## src/rtl/cfg_io_block.sv

```systemverilog
// Configurable I/O block: a serial shadow config chain committed into an active config
// that routes pad inputs onto routing tracks and routing tracks out to pads.
module cfg_io_block #(
  parameter  int WS     = 6,
  parameter  int WD     = 3,
  parameter  int WG     = 3,
  parameter  int EXTIN  = 3,
  parameter  int EXTOUT = 3,
  localparam int NT     = WS + WD + WG,
  localparam int SW     = $clog2(NT),
  localparam int CW     = SW + 2,
  localparam int CFGW   = (EXTIN + EXTOUT) * CW
) (
  input  logic              clk,
  input  logic              rst_n,
  input  logic              cfg_en,
  input  logic              cfg_in,
  input  logic              cfg_commit,
  output logic              cfg_out,
  output logic              cfg_ready,
  output logic              cfg_err,
  input  logic [NT-1:0]     track_in,
  output logic [NT-1:0]     track_out,
  output logic [NT-1:0]     track_oe,
  input  logic [EXTIN-1:0]  external_input,
  output logic [EXTOUT-1:0] external_output
);

  localparam int NCH  = EXTIN + EXTOUT;
  localparam int CNTW = $clog2(CFGW + 1);
  localparam logic [SW:0]     NT_C   = NT[SW:0];
  localparam logic [CNTW-1:0] CFGW_C = CFGW[CNTW-1:0];

  logic [CFGW-1:0]   r_shadow;
  logic [CFGW-1:0]   r_active;
  logic [CNTW-1:0]   r_count;
  logic              r_err;
  logic [EXTIN-1:0]  r_ein_q;
  logic [EXTOUT-1:0] r_tin_q;

  logic [SW-1:0]     w_sel   [NCH];
  logic              w_reg   [NCH];
  logic              w_selok [NCH];
  logic              w_vld   [NCH];
  logic [EXTOUT-1:0] w_tin_sel;
  logic [NT-1:0]     w_oe;
  logic [NT-1:0]     w_out;
  logic              w_accept;

  // Field decode of the active config only; the shadow never reaches routing.
  for (genvar k = 0; k < NCH; k++) begin : g_fld
    assign w_sel[k]   = r_active[k*CW +: SW];
    assign w_reg[k]   = r_active[k*CW + SW];
    assign w_selok[k] = ({1'b0, w_sel[k]} < NT_C);
    assign w_vld[k]   = r_active[k*CW + SW + 1] & w_selok[k];
  end

  for (genvar j = 0; j < EXTOUT; j++) begin : g_out
    assign w_tin_sel[j]       = w_selok[EXTIN+j] ? track_in[w_sel[EXTIN+j]] : 1'b0;
    assign external_output[j] = w_vld[EXTIN+j]
                              ? (w_reg[EXTIN+j] ? r_tin_q[j] : w_tin_sel[j])
                              : 1'b0;
  end

  // Ascending scan with a claimed-track test gives the lowest channel priority.
  always_comb begin
    w_oe  = '0;
    w_out = '0;
    for (int unsigned i = 0; i < EXTIN; i++) begin
      if (w_vld[i] && !w_oe[w_sel[i]]) begin
        w_oe[w_sel[i]]  = 1'b1;
        w_out[w_sel[i]] = w_reg[i] ? r_ein_q[i] : external_input[i];
      end
    end
  end

  assign track_oe  = w_oe;
  assign track_out = w_out;
  assign cfg_out   = r_shadow[0];
  assign cfg_ready = (r_count == CFGW_C);
  assign cfg_err   = r_err;
  assign w_accept  = cfg_commit & ~cfg_en & cfg_ready;

  always_ff @(posedge clk or negedge rst_n) begin
    if (!rst_n) begin
      r_shadow <= '0;
      r_active <= '0;
      r_count  <= '0;
      r_err    <= 1'b0;
      r_ein_q  <= '0;
      r_tin_q  <= '0;
    end else begin
      r_ein_q <= external_input;
      r_tin_q <= w_tin_sel;
      if (cfg_en) begin
        r_shadow <= {cfg_in, r_shadow[CFGW-1:1]};
        if (r_count != CFGW_C) r_count <= r_count + 1'b1;
      end
      if (w_accept) begin
        r_active <= r_shadow;
        r_count  <= '0;
        r_err    <= 1'b0;
      end else if (cfg_commit) begin
        r_err <= 1'b1;
      end
    end
  end

endmodule

```

## config.mk

```make
export PLATFORM = sky130hd
export DESIGN_NAME = cfg_io_block
export DESIGN_NICKNAME = d
export VERILOG_FILES = /design/src/rtl/cfg_io_block.sv
export SDC_FILE = /design/constraint.sdc
export NUM_CORES = 1
export LEC_CHECK = 0
export ABC_CLOCK_PERIOD_IN_PS = 3200
export CORE_MARGIN = 1.5
export CORE_UTILIZATION = 55
export DETAILED_ROUTE_END_ITERATION = 6
export PLACE_DENSITY = 0.78
export SLEW_MARGIN = 20
export SYNTH_ARGS = -nofsm -noshare
export SYNTH_HDL_FRONTEND = slang
export SYNTH_SLANG_ARGS = --single-unit
```

## constraint.sdc

```tcl
create_clock -name clk -period 3.2 [get_ports clk]
set_input_delay 0.48 -clock clk [delete_from_list [all_inputs] [get_ports clk]]
set_output_delay 0.48 -clock clk [all_outputs]
set_load 0.03 [all_outputs]
```

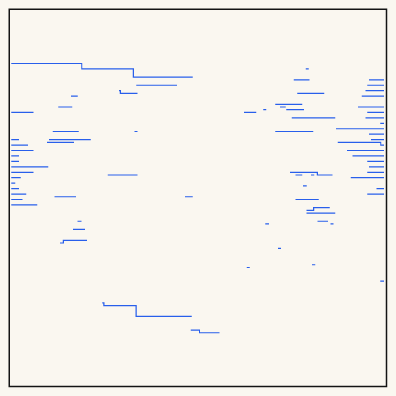
**Above:** run 1 (the metal 3 layer).
Scale: 4 px per micron.
- share of all routed wire: 4.0%
- wire length on this layer: 384 microns
- nets with wire on the layer: 61
- main direction: horizontal
met3 Use GR: 0.0429
total vias in the final route: 3297
Total Wirelength: 9610 microns

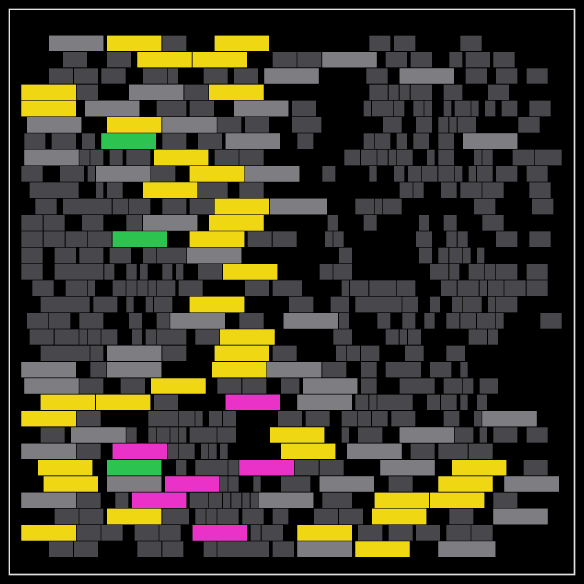
**Above:** run 1 (sequential cells coloured by netlist name).
Scale: 6 px per micron. Other sequential cells in the stronger grey, the rest of the logic in the fainter grey.
- yellow: r_shadow (sequential cells 36; where widely spread)
- magenta: r_count (sequential cells 6)
- green: r_tin_q (sequential cells 3)
- not coloured: 40
register share of the cell area: 0.402
sequential cell area: 2130 sq um

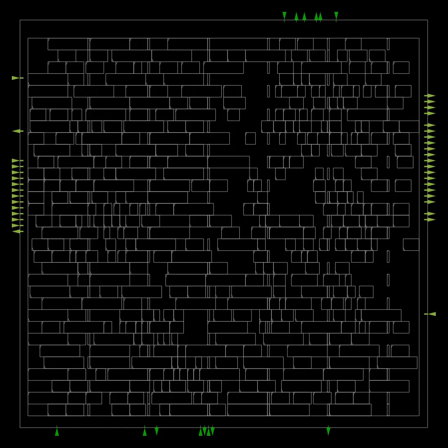
**Above:** run 1 (placed standard cells).
total number of placement rows: 32
fill cell count: 614
filler-free cell count of the finished design: 542
utilization after layout: 0.675

-- run 1: critical path: cells and delay by family, from the launching register on --
family | cells | cell delay (ps)
AND-OR/OR-AND | 3 | 740
buffers and inverters | 1 | 690
flip-flops | 1 | 500
AND/OR/NAND/NOR | 1 | 380
-- run 1: synth_stat cells, types with 3 or more instances --
cell type                  count
sky130_fd_sc_hd__dfrtp_1      85
sky130_fd_sc_hd__mux2_2       75
sky130_fd_sc_hd__nand2_1      23
sky130_fd_sc_hd__nor2_1       17
sky130_fd_sc_hd__nand3_1      15
sky130_fd_sc_hd__a21oi_1      12
sky130_fd_sc_hd__mux2i_1      10
sky130_fd_sc_hd__nand2b_1     10
sky130_fd_sc_hd__o21ai_0      10
sky130_fd_sc_hd__clkbuf_1      9
sky130_fd_sc_hd__a22oi_1       8
sky130_fd_sc_hd__nor2b_1       8
sky130_fd_sc_hd__nand3b_1      7
sky130_fd_sc_hd__o31ai_1       7
sky130_fd_sc_hd__buf_2         6
sky130_fd_sc_hd__inv_1         6
sky130_fd_sc_hd__mux4_2        5
sky130_fd_sc_hd__nor3_1        5
sky130_fd_sc_hd__o211ai_1      5
sky130_fd_sc_hd__o22ai_1       5
sky130_fd_sc_hd__xnor2_1       5
sky130_fd_sc_hd__buf_6         4
sky130_fd_sc_hd__a211o_1       3
sky130_fd_sc_hd__a41oi_1       3
sky130_fd_sc_hd__or2_2         3
-- run 1: final timing paths --
check	startpoint	slack [ps]	depth (start not counted)	to
setup / recovery	r_active[6]	60	5	track_out[8]
hold / removal	rst_n	150	1	r_shadow[34]
setup reg to reg	r_count[0]	1080	6	r_active[33]
hold reg to reg	r_count[4]	510	1	r_count[4]
max in group asynchronous	rst_n	2490	1	r_active[13]
min in group clk	r_count[4]	510	1	r_count[4]
-- run 1: layout by cell type, fill, tap and decap left out, types with 8 or more instances in the layout --
cell type                         netlist  final
sky130_fd_sc_hd__dfrtp_1               85     83
sky130_fd_sc_hd__a21oi_1               12     12
sky130_fd_sc_hd__clkbuf_8               0      9
sky130_fd_sc_hd__mux2i_1               10     10
sky130_fd_sc_hd__o21ai_0               10     10
sky130_fd_sc_hd__nand3_1               15     15
sky130_fd_sc_hd__mux2_2                75     75
sky130_fd_sc_hd__nand2_1               23     23
sky130_fd_sc_hd__nor2_1                17     17
sky130_fd_sc_hd__clkdlybuf4s50_1        0     46
sky130_fd_sc_hd__nand2b_1              10     10
sky130_fd_sc_hd__a22oi_1                8      8
-- run 1: state kept, by name, summed over array words and instances, names as in the netlist --
register and flops:
cfg_err 1, r_active 36, r_tin_q 3, r_ein_q 3, r_count 6, r_shadow 36
-- run 1: power by group through the flow --
stage                     Combinational (uW)  Sequential (uW)  Clock (uW)
after floorplan                          247             1370           0
after global placement                   298             1420           0
after global routing                     347             1440         759
after CTS                                315             1410         723
after detailed placement                 314             1430           0
final                                    310             1410         699
-- run 1: cell type report --
cell class	count	area [sq um]	share of cell area
clock inverters	6	53.8	0.0102
flip-flops and latches	85	2130	0.402
repair buffers	56	542	0.102
clock buffers	10	128	0.0241
inverters	6	22.5	0.00425
well taps	102	128	0.0241
multi-input cells	277	2290	0.433
==> results.yml, run 1 <==
# generated from flow reports
status:
  status: "finished, final reports clean"
power:
  p_clk_frac: 0.289
  vdd_drop_max_uv: 380
  total_power_uw: 2420
  total_switching_power_uw: 670
  switching_share: 0.276
  power_leakage_uw: 0.00230
  internal_power_uw: 1750
  comb_power_share: 0.128
  seq_power_share: 0.583
  total_power_density_per_cell_area_nw_per_um2: 458
timing:
  setup_slack_ps: 64.2
  slew_worst_pin_ps: 742
  setup_total_negative_slack_ps: 0
  final_hold_viol_count: 0
  timing.fmax_ghz: 0.319
  finalCriticalPeriod_ps: 3140
  report.final.slew_viol_count: 0
  fin_worst_skew_ps: 10.1
  worst_hold_slack_ps: 154
  post-route-period-util: 0.980
  timing.slew.headroom: 0.505
  unrepaired_setup_endpoints_after_global_routing: "yes"
  finalSetupViolations: 0
logic_synthesis:
  cell_area_leaders: "sky130_fd_sc_hd__dfrtp_1 (47%), sky130_fd_sc_hd__mux2_2 (19%), sky130_fd_sc_hd__mux4_2 (2.5%)"
  synthDistinctLibCells: 58
  yosysWarnings: 0
  yosys_register_bits: 85
  yosys-stat-area_sq_um: 4550
  synth_top_flop_cell: "sky130_fd_sc_hd__dfrtp_1"
  ys_sh_simple: 0.130
  post_synth_ao_oa_area_fraction: 0.113
  synthesized_net_count: 413
  yosys.area.top_type_share: 0.468
  cell_taking_the_most_area_after_synthesis: "sky130_fd_sc_hd__dfrtp_1"
  synth-edff-count: 0
  syn-instance-count: 391
  yosys_cells: 391
  synthArstFlopShare: 1.00
  post_synth_main_logic_family: "multiplexers"
  mux_share: 0.237
  seq_area_frac_synth: 0.468
  yosys.area_share.xor_xnor: 0.0132
  mappedNetlistArea_sq_um: 4550
  synthesis.area_per_instance_sq_um: 11.6
  synth-adder-area-share: 0.00550
grt:
  grt_antenna_before_repair: 0
  met1_usage_grt: 0.301
  grt_usage: 0.241
  grt_first_pass_wirelength_microns: 16500
  grt_busiest_layer: "met2"
  number_of_global_route_vias_before_repair: 3368
  gr-total-overflow: 0
  use_met2: 0.408
  pin_count_of_the_biggest_net_entering_global_routing: 86
worst_setup_path:
  cp_cell_sequence: "or2_2 -> a311oi_1 -> a22oi_1 -> o21ai_1 -> clkdlybuf4s50_1"
  timing_worst_setup_path_type: "register to primary output"
  critPathSlowestCell: "sky130_fd_sc_hd__clkdlybuf4s50_1"
  endpoint_kind: "primary output"
  cp_slowest_stage_delay_ps: 690
  cp_max_fo: 9
  cp-start-kind: "register"
  crit_path_dat_ps: 2660
  critPathRequiredTime_ps: 2720
run:
  max_cap_viol_count: 0
  tool_warnings: 28
route:
  drt-vias-per-instance: 6.08
  drt_pass1_iterations: 4
  routed_wire_length_per_instance_microns: 17.7
  drtIter0Drc: 133
  met1_length_microns: 4190
  met2_length_microns: 4800
  top_layer: "met4"
  wl_met3_microns: 383
  ant_nets: 0
  remaining_drc_errors: 0
layout:
  syn_to_final_growth_pct: 16.4
  drive_gt1_frac: 0.275
  final_area_sq_um: 5300
  fin_nets: 457
  insertedDiodeCount: 0
cts:
  clock_insertion_delay_worst_skew_ps: 350
  cts_made_buffers: 9
  cts_hold_repair.buffers: 0
  cts-htree-levels: 3
  tritoncts: "yes"
  tritoncts_num_sinks: 85
  clk_path_buf_depth: 2
  clk_pin_slew_worst_paths_ps: 90
  post_cts_resize_count: 1
  root_cell_of_the_clock_tree: "sky130_fd_sc_hd__clkbuf_8"
  cts.repair_timing.setup_buffer_count: 0
place:
  dp_cell_count: 526
  dpl-instance-area_sq_um: 5080
  detailedPlace.worstSlack_ps: 233
  count_of_input_and_output_buffers: 49
  hpwlAfterDp_microns: 6930
  routabilityCongestion: 0.943
worst_hold_path:
  type_of_the_tightest_min_delay_check: "input port to async pin"
die:
  placeableCoreArea_sq_um: 7850
  chip_footprint_sq_um: 8830
  io_pins: 50
  floorplan.die.height_microns: 94.0
  die_w_microns: 94.0
  floorplan.core_util: 0.580
==> run 1 -> run 2 <==
--- a/config.mk
+++ b/config.mk
@@ -6,7 +6,7 @@
 export NUM_CORES = 1
 export LEC_CHECK = 0
 export ABC_CLOCK_PERIOD_IN_PS = 3200
-export CORE_MARGIN = 1.5
+export CORE_MARGIN = 3
 export CORE_UTILIZATION = 55
 export DETAILED_ROUTE_END_ITERATION = 6
 export PLACE_DENSITY = 0.78
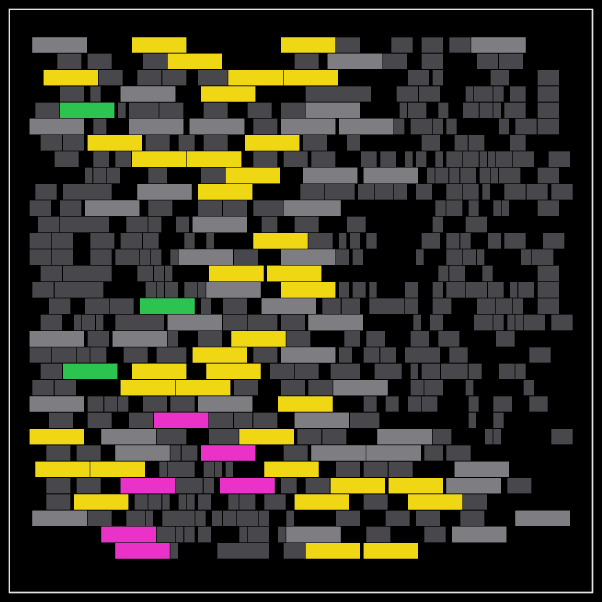
**Above:** run 2 (sequential cells coloured by netlist name).
Scale: 6 px per micron. Other sequential cells in the stronger grey, the rest of the logic in the fainter grey.
- yellow: r_shadow (sequential cells 36)
- green: r_tin_q (sequential cells 3)
- magenta: r_count (sequential cells 6; where south-west)
- not coloured: 40
sequential-cell power consumption: 1410 uW
register share of the cell area: 0.403
utilization after layout: 0.670

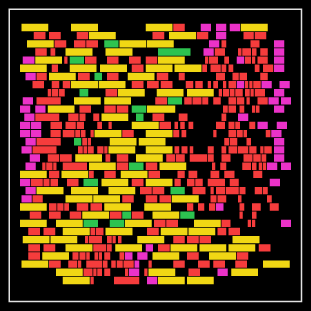
**Above:** run 2 (placement by cell class).
Scale: 3 px per micron.
- red: combinational and other logic (cells 283)
- magenta: remaining buffers and delay cells (cells 54)
- green: clock drivers and dummy loads (cells 16)
- yellow: sequential cells (cells 85)
area of the placeable core: 7890 sq um
design area: 5280 sq um

==> results.yml, run 2 <==
# generated from flow reports
run:
  tool_warnings: 28
  max_cap_viol_count: 0
cts:
  clk_pin_slew_worst_paths_ps: 90
  root_cell_of_the_clock_tree: "sky130_fd_sc_hd__clkbuf_8"
  cts_made_buffers: 9
  cts-htree-levels: 3
  post_cts_resize_count: 1
  clk_path_buf_depth: 2
  clock_insertion_delay_worst_skew_ps: 340
  tritoncts: "yes"
  tritoncts_num_sinks: 85
  cts.repair_timing.setup_buffer_count: 0
  cts_hold_repair.buffers: 0
die:
  chip_footprint_sq_um: 9400
  die_w_microns: 97.0
  placementRows: 32
  floorplan.die.height_microns: 97.0
  floorplan.core_util: 0.577
  io_pins: 50
grt:
  grt_antenna_before_repair: 0
  gr-total-overflow: 0
  grt_first_pass_wirelength_microns: 15900
  number_of_global_route_vias_before_repair: 3340
  pin_count_of_the_biggest_net_entering_global_routing: 86
  grt_usage: 0.203
logic_synthesis:
  syn-instance-count: 391
  yosysWarnings: 0
  yosys.area.top_type_share: 0.468
  cell_area_leaders: "sky130_fd_sc_hd__dfrtp_1 (47%), sky130_fd_sc_hd__mux2_2 (19%), sky130_fd_sc_hd__mux4_2 (2.5%)"
  cell_taking_the_most_area_after_synthesis: "sky130_fd_sc_hd__dfrtp_1"
  synthesized_net_count: 413
  cell_types_with_the_highest_counts_after_synthesis: "sky130_fd_sc_hd__dfrtp_1 (85), sky130_fd_sc_hd__mux2_2 (75), sky130_fd_sc_hd__nand2_1 (23), sky130_fd_sc_hd__nor2_1 (17), sky130_fd_sc_hd__nand3_1 (15)"
  synthesis.area_per_instance_sq_um: 11.6
  mux_share: 0.237
  synth-adder-area-share: 0.00550
  synth-edff-count: 0
  synthArstFlopShare: 1.00
  yosys-stat-area_sq_um: 4550
  top_cell: "sky130_fd_sc_hd__dfrtp_1"
  synth_top_flop_cell: "sky130_fd_sc_hd__dfrtp_1"
  yosys_register_bits: 85
  synthDistinctLibCells: 58
  yosys_cells: 391
  seq_area_frac_synth: 0.468
  ys_sh_simple: 0.130
  post_synth_main_logic_family: "multiplexers"
  post_synth_ao_oa_area_fraction: 0.113
  mappedNetlistArea_sq_um: 4550
  yosys.area_share.xor_xnor: 0.0132
place:
  dp_cell_count: 524
  dpl-instance-area_sq_um: 5070
  hpwlAfterDp_microns: 6780
  routabilityCongestion: 0.923
  count_of_input_and_output_buffers: 49
timing:
  report.final.slew_viol_count: 0
  slew_worst_pin_ps: 938
  timing.fmax_ghz: 0.324
  timing.slew.headroom: 0.375
  setup_total_negative_slack_ps: 0
  fin_worst_skew_ps: 9.16
  finalCriticalPeriod_ps: 3090
  finalSetupViolations: 0
  final_hold_viol_count: 0
  unrepaired_setup_endpoints_after_global_routing: "yes"
  post-route-period-util: 0.966
worst_setup_path:
  r2r_cells: 6
  cp-start-kind: "register"
  critPathSlowestCell: "sky130_fd_sc_hd__clkdlybuf4s50_1"
  cp_slowest_stage_delay_ps: 690
  worst_r2r_endpoint: "r_active[21]"
  critPathRequiredTime_ps: 2720
  r2r_setup_slack_ps: 1250
  endpoint_kind: "primary output"
  rr_startpoint: "r_count[0]"
  cp_cell_sequence: "or2_2 -> a311oi_1 -> a22oi_1 -> o21ai_1 -> clkdlybuf4s50_1"
  crit_path_dat_ps: 2610
  timing_worst_setup_path_type: "register to primary output"
  worst-path-buf-inv: 1
  crit_family: "AND-OR/OR-AND gates"
  cp_max_fo: 9
layout:
  layout_top_cells: "sky130_fd_sc_hd__dfrtp_1 (84), sky130_fd_sc_hd__mux2_2 (75), sky130_fd_sc_hd__clkdlybuf4s50_1 (47)"
  stdcell_count: 540
  insertedDiodeCount: 0
  reg.largest.list: "r_active (36), r_shadow (36), r_count (6)"
  final_common_cell: "sky130_fd_sc_hd__dfrtp_1"
  fin_nets: 455
  drive_gt1_frac: 0.269
  syn_to_final_growth_pct: 16.1
route:
  total_wirelength_microns: 9320
  routed_wire_length_per_instance_microns: 17.3
  via_count: 3247
  ant_nets: 0
  drtIter0Drc: 203
  drt-vias-per-instance: 6.01
  remaining_drc_errors: 0
  drt_pass1_iterations: 4
power:
  power_leakage_uw: 0.00226
  vdd_drop_max_uv: 377
  total_power_uw: 2490
  total_power_density_per_cell_area_nw_per_um2: 470
status:
  status: "finished, final reports clean"
worst_hold_path:
  type_of_the_tightest_min_delay_check: "input port to async pin"
## run 2: worst max-delay path by stage
| stage | start | endpoint | slack [ps] | depth (start not counted) |
|---|---|---|---|---|
| finish | r_active[6] | track_out[8] | 110 | 5 |
| global route | r_active[0] | track_out[5] | -20 | 5 |
| CTS | r_active[13] | track_out[9] | 60 | 5 |
| detailed placement | external_input[2] | track_out[9] | 200 | 6 |
| global placement | external_input[2] | track_out[9] | 250 | 6 |
| floorplan | r_active[0] | track_out[11] | 930 | 5 |
## run 2: through the flow
stage	setup slack, ps	hold WS (ps)
floorplan	934	184
detailed placement	203	482
CTS	59.3	347
finish	109	165
global placement	253	475
global route	-19.4	206
## run 2: power breakdown
group | internal, uW | total [uW] | switching [uW]
clock network | 386 | 768 | 382
registers | 1260 | 1410 | 152
logic | 194 | 306 | 111
## run 2: kinds of logic (layout without fill, tap and decap cells)
family,count (synthesis),after routing
flops,85,85
xor+xnor,6,6
compound gates,72,72
simple gates,105,105
mux,92,92
fa+ha+maj,2,2
buf+inv,29,76
## run 2: worst register-to-register path, stage by stage (launching register included)
cell and delay, ps:
sky130_fd_sc_hd__dfrtp_1 430, sky130_fd_sc_hd__inv_1 80, sky130_fd_sc_hd__ha_1 160, sky130_fd_sc_hd__nand4b_2 170
sky130_fd_sc_hd__nor4b_4 270, sky130_fd_sc_hd__buf_4 340, sky130_fd_sc_hd__mux2_2 390
## run 2: per-layer routing
layer / wire (microns) / global-route usage / share of wire / up-vias
li1: - / - / - / 1538
met1: 4110 / 0.258 / 0.44 / 1586
met2: 4550 / 0.340 / 0.49 / 102
met3: 422 / 0.0418 / 0.045 / 21
met4: 229 / 0.0821 / 0.025 / 0
met5: 0 / 0 / 0 / -
## run 2: layout make-up
cell class / count / area (sq um)
flip-flops and latches: 85 / 2130
repair buffers: 54 / 524
fillers: 628 / 2600
inverters: 6 / 22.5
well taps: 102 / 128
clock inverters: 6 / 70.1
clock buffers: 10 / 138
multi-input cells: 277 / 2270
==> run 2 -> run 3 <==
--- a/config.mk
+++ b/config.mk
@@ -5,8 +5,7 @@
 export SDC_FILE = /design/constraint.sdc
 export NUM_CORES = 1
 export LEC_CHECK = 0
-export ABC_CLOCK_PERIOD_IN_PS = 3200
-export CORE_MARGIN = 3
+export ABC_CLOCK_PERIOD_IN_PS = 3110
 export CORE_UTILIZATION = 55
 export DETAILED_ROUTE_END_ITERATION = 6
 export PLACE_DENSITY = 0.78
==> constraint.sdc (replaced) <==
create_clock -name clk -period 3.11 [get_ports clk]
set_input_delay 0.4665 -clock clk [delete_from_list [all_inputs] [get_ports clk]]
set_output_delay 0.4665 -clock clk [all_outputs]
set_load 0.03 [all_outputs]
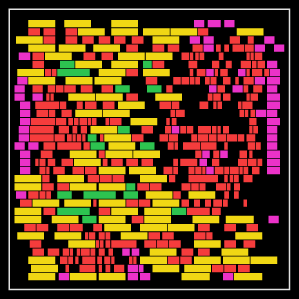
**Above:** run 3 (placement by cell class).
Scale: 3 px per micron.
- red: combinational and other logic (cells 283)
- green: clock drivers and dummy loads (cells 16)
- magenta: remaining buffers and delay cells (cells 59)
- yellow: sequential cells (cells 85)
register share of the cell area: 0.393
utilization after layout: 0.691
area of the placeable core: 7850 sq um
design area: 5420 sq um

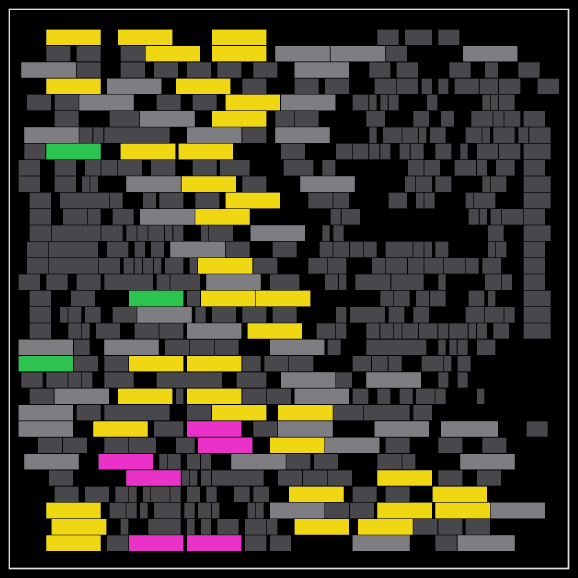
**Above:** run 3 (sequential cells coloured by netlist name).
Scale: 6 px per micron. Other sequential cells in the stronger grey, the rest of the logic in the fainter grey.
- magenta: r_count (sequential cells 6)
- yellow: r_shadow (sequential cells 36)
- green: r_tin_q (sequential cells 3)
- not coloured: 40

==> results.yml, run 3 <==
# generated from flow reports
status:
  status: "finished, final reports clean"
route:
  via_count: 3293
  routed_wire_length_per_instance_microns: 17.1
  remaining_drc_errors: 0
  drtIter0Drc: 142
  drt-vias-per-instance: 6.04
  ant_nets: 0
  drt_pass1_iterations: 4
  total_wirelength_microns: 9300
worst_setup_path:
  rr_startpoint: "r_count[0]"
  endpoint_kind: "primary output"
  r2r_setup_slack_ps: 1170
  cp_max_fo: 6
  critPathRequiredTime_ps: 2640
  cp-start-kind: "register"
  startpoint: "r_active[9]"
  timing_worst_setup_path_type: "register to primary output"
  crit_path_dat_ps: 2540
logic_synthesis:
  cell_area_leaders: "sky130_fd_sc_hd__dfrtp_1 (47%), sky130_fd_sc_hd__mux2_2 (19%), sky130_fd_sc_hd__mux4_2 (2.5%)"
  synthesis.area_per_instance_sq_um: 11.6
  synth_top_flop_cell: "sky130_fd_sc_hd__dfrtp_1"
  yosys_cells: 391
  yosys.area.top_type_share: 0.468
  syn-instance-count: 391
  synth-edff-count: 0
  yosys_register_bits: 85
  top_cell: "sky130_fd_sc_hd__dfrtp_1"
  synthesized_net_count: 413
  mappedNetlistArea_sq_um: 4550
  synthDistinctLibCells: 58
  seq_area_frac_synth: 0.468
  cell_types_with_the_highest_counts_after_synthesis: "sky130_fd_sc_hd__dfrtp_1 (85), sky130_fd_sc_hd__mux2_2 (75), sky130_fd_sc_hd__nand2_1 (23), sky130_fd_sc_hd__nor2_1 (17), sky130_fd_sc_hd__nand3_1 (15)"
  cell_taking_the_most_area_after_synthesis: "sky130_fd_sc_hd__dfrtp_1"
  synthArstFlopShare: 1.00
  yosys-stat-area_sq_um: 4550
  yosysWarnings: 0
place:
  hpwlAfterDp_microns: 6710
  dpl-instance-area_sq_um: 5090
  routabilityCongestion: 0.970
  count_of_input_and_output_buffers: 49
  detailedPlace.worstSlack_ps: 154
timing:
  setup_slack_ps: 103
  final_hold_viol_count: 0
  fin_worst_skew_ps: 12.4
  unrepaired_setup_endpoints_after_global_routing: "no"
  timing.fmax_ghz: 0.333
  finalCriticalPeriod_ps: 3010
  worst_hold_slack_ps: 147
  timing.slew.headroom: 0.388
  report.final.slew_viol_count: 0
  slew_worst_pin_ps: 918
  post-route-period-util: 0.967
  finalSetupViolations: 0
  setup_total_negative_slack_ps: 0
die:
  floorplan.core_util: 0.580
  floorplan.die.height_microns: 93.0
  die_w_microns: 93.0
  placementRows: 32
  io_pins: 50
  chip_footprint_sq_um: 8640
grt:
  number_of_global_route_vias_before_repair: 3207
  grt_usage: 0.235
  grt_antenna_before_repair: 0
  gr-total-overflow: 0
  pin_count_of_the_biggest_net_entering_global_routing: 86
  grt_first_pass_wirelength_microns: 15800
cts:
  clk_pin_slew_worst_paths_ps: 90
  cts_made_buffers: 9
  clock_insertion_delay_worst_skew_ps: 350
  tritoncts_num_sinks: 85
  clk_path_buf_depth: 2
  cts_hold_repair.buffers: 0
  tritoncts: "yes"
  cts-htree-levels: 3
  root_cell_of_the_clock_tree: "sky130_fd_sc_hd__clkbuf_8"
power:
  total_power_density_per_cell_area_nw_per_um2: 502
  power_leakage_uw: 0.00247
  vdd_drop_max_uv: 431
layout:
  syn_to_final_growth_pct: 19.2
  insertedDiodeCount: 0
  layout_top_cells: "sky130_fd_sc_hd__dfrtp_1 (82), sky130_fd_sc_hd__mux2_2 (75), sky130_fd_sc_hd__clkdlybuf4s50_1 (39)"
  fin_nets: 460
  final_common_cell: "sky130_fd_sc_hd__dfrtp_1"
  reg.largest.list: "r_active (36), r_shadow (36), r_count (6)"
  drive_gt1_frac: 0.289
worst_hold_path:
  type_of_the_tightest_min_delay_check: "input port to async pin"
run:
  max_cap_viol_count: 0
  tool_warnings: 27
## run 3: cell count changes in the layout (fill, tap and decap cells not counted), moves of 2 or more
cell,delta
sky130_fd_sc_hd__buf_4,+5
sky130_fd_sc_hd__bufinv_16,+2
sky130_fd_sc_hd__clkdlybuf4s50_1,-8
sky130_fd_sc_hd__clkinvlp_4,-3
sky130_fd_sc_hd__dfrtp_1,-2
sky130_fd_sc_hd__dfrtp_2,+2
sky130_fd_sc_hd__dlymetal6s2s_1,+8
sky130_fd_sc_hd__inv_6,+2
## run 3: final cells by class
type                       instances  area, sq um
fill                             615         2420
multi-input combinational        277         2310
sequential                        85         2130
timing repair buffer              59          582
clock inverter                     7          128
tap                              102          128
clock buffer                       9          124
inverter                           6         22.5
## run 3: cell families (layout without fill, tap and decap cells)
family / count (synthesis) / count (layout) / synth area share
xor+xnor: 6 / 6 / 0.0132
flops: 85 / 85 / 0.468
simple gates: 105 / 105 / 0.130
fa+ha+maj: 2 / 2 / 0.00550
mux: 92 / 92 / 0.237
compound gates: 72 / 72 / 0.113
buf+inv: 29 / 81 / 0.0333
## run 3: stage by stage
step / std cells / utilization / power, uW
3_3_place_gp: 527 / 0.649 / 1770
6_report: 545 / 0.691 / 2720
3_5_place_dp: 527 / 0.649 / 1790
2_1_floorplan: 391 / - / 1660
5_1_grt: 545 / 0.691 / 2860
4_1_cts: 545 / 0.685 / 2750
## run 3: metal layers
metal,track usage,routed length [microns],up-vias
met5,0,0,-
met2,0.388,4570,97
met1,0.306,4160,1634
met4,0.0846,171,0
li1,-,-,1548
met3,0.0476,396,14
## run 3: power breakdown
group / switching (uW) / leakage (uW) / internal, uW
Sequential: 154 / 0.00110 / 1300
Clock: 407 / 0.000127 / 548
Combinational: 116 / 0.00124 / 200
## run 3: path summary, 6_finish.rpt
path / cells past startpoint / end
min in group clk: 1 / r_count[4]
setup reg to reg: 6 / r_active[27]
setup / recovery: 5 / track_out[2]
max in group asynchronous: 1 / r_active[5]
hold reg to reg: 1 / r_count[4]
hold / removal: 1 / r_active[23]
## run 3: worst max-delay path: stages, from the launching register on
cell,delay [ps]
sky130_fd_sc_hd__dfrtp_1,470
sky130_fd_sc_hd__or3b_2,550
sky130_fd_sc_hd__nor2_1,250
sky130_fd_sc_hd__a22oi_1,110
sky130_fd_sc_hd__o31ai_1,80
sky130_fd_sc_hd__clkdlybuf4s50_1,730
## run 3: repair_timing
item,4_1_cts,5_1_grt
endpoints found under the setup margin,4,19
gates cloned,0,0
pin swaps,1,0
setup buffers,2,0
resized,2,15

==> screenshots <==
Routed metal, one colour a layer.
Scale: 4 px per micron. Two of the layers only.
(a)
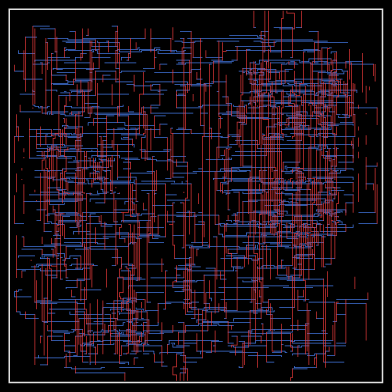
(b)
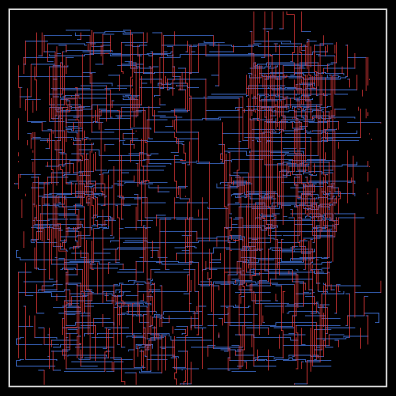
- run 3 = (a)
- run 1 = (b)

Key to (a):
- red: metal 2 (wire length 4570 microns)
- blue: metal 1 (wire length 4160 microns)

Power figures rest on the tool's default switching activity, not on a simulated workload.
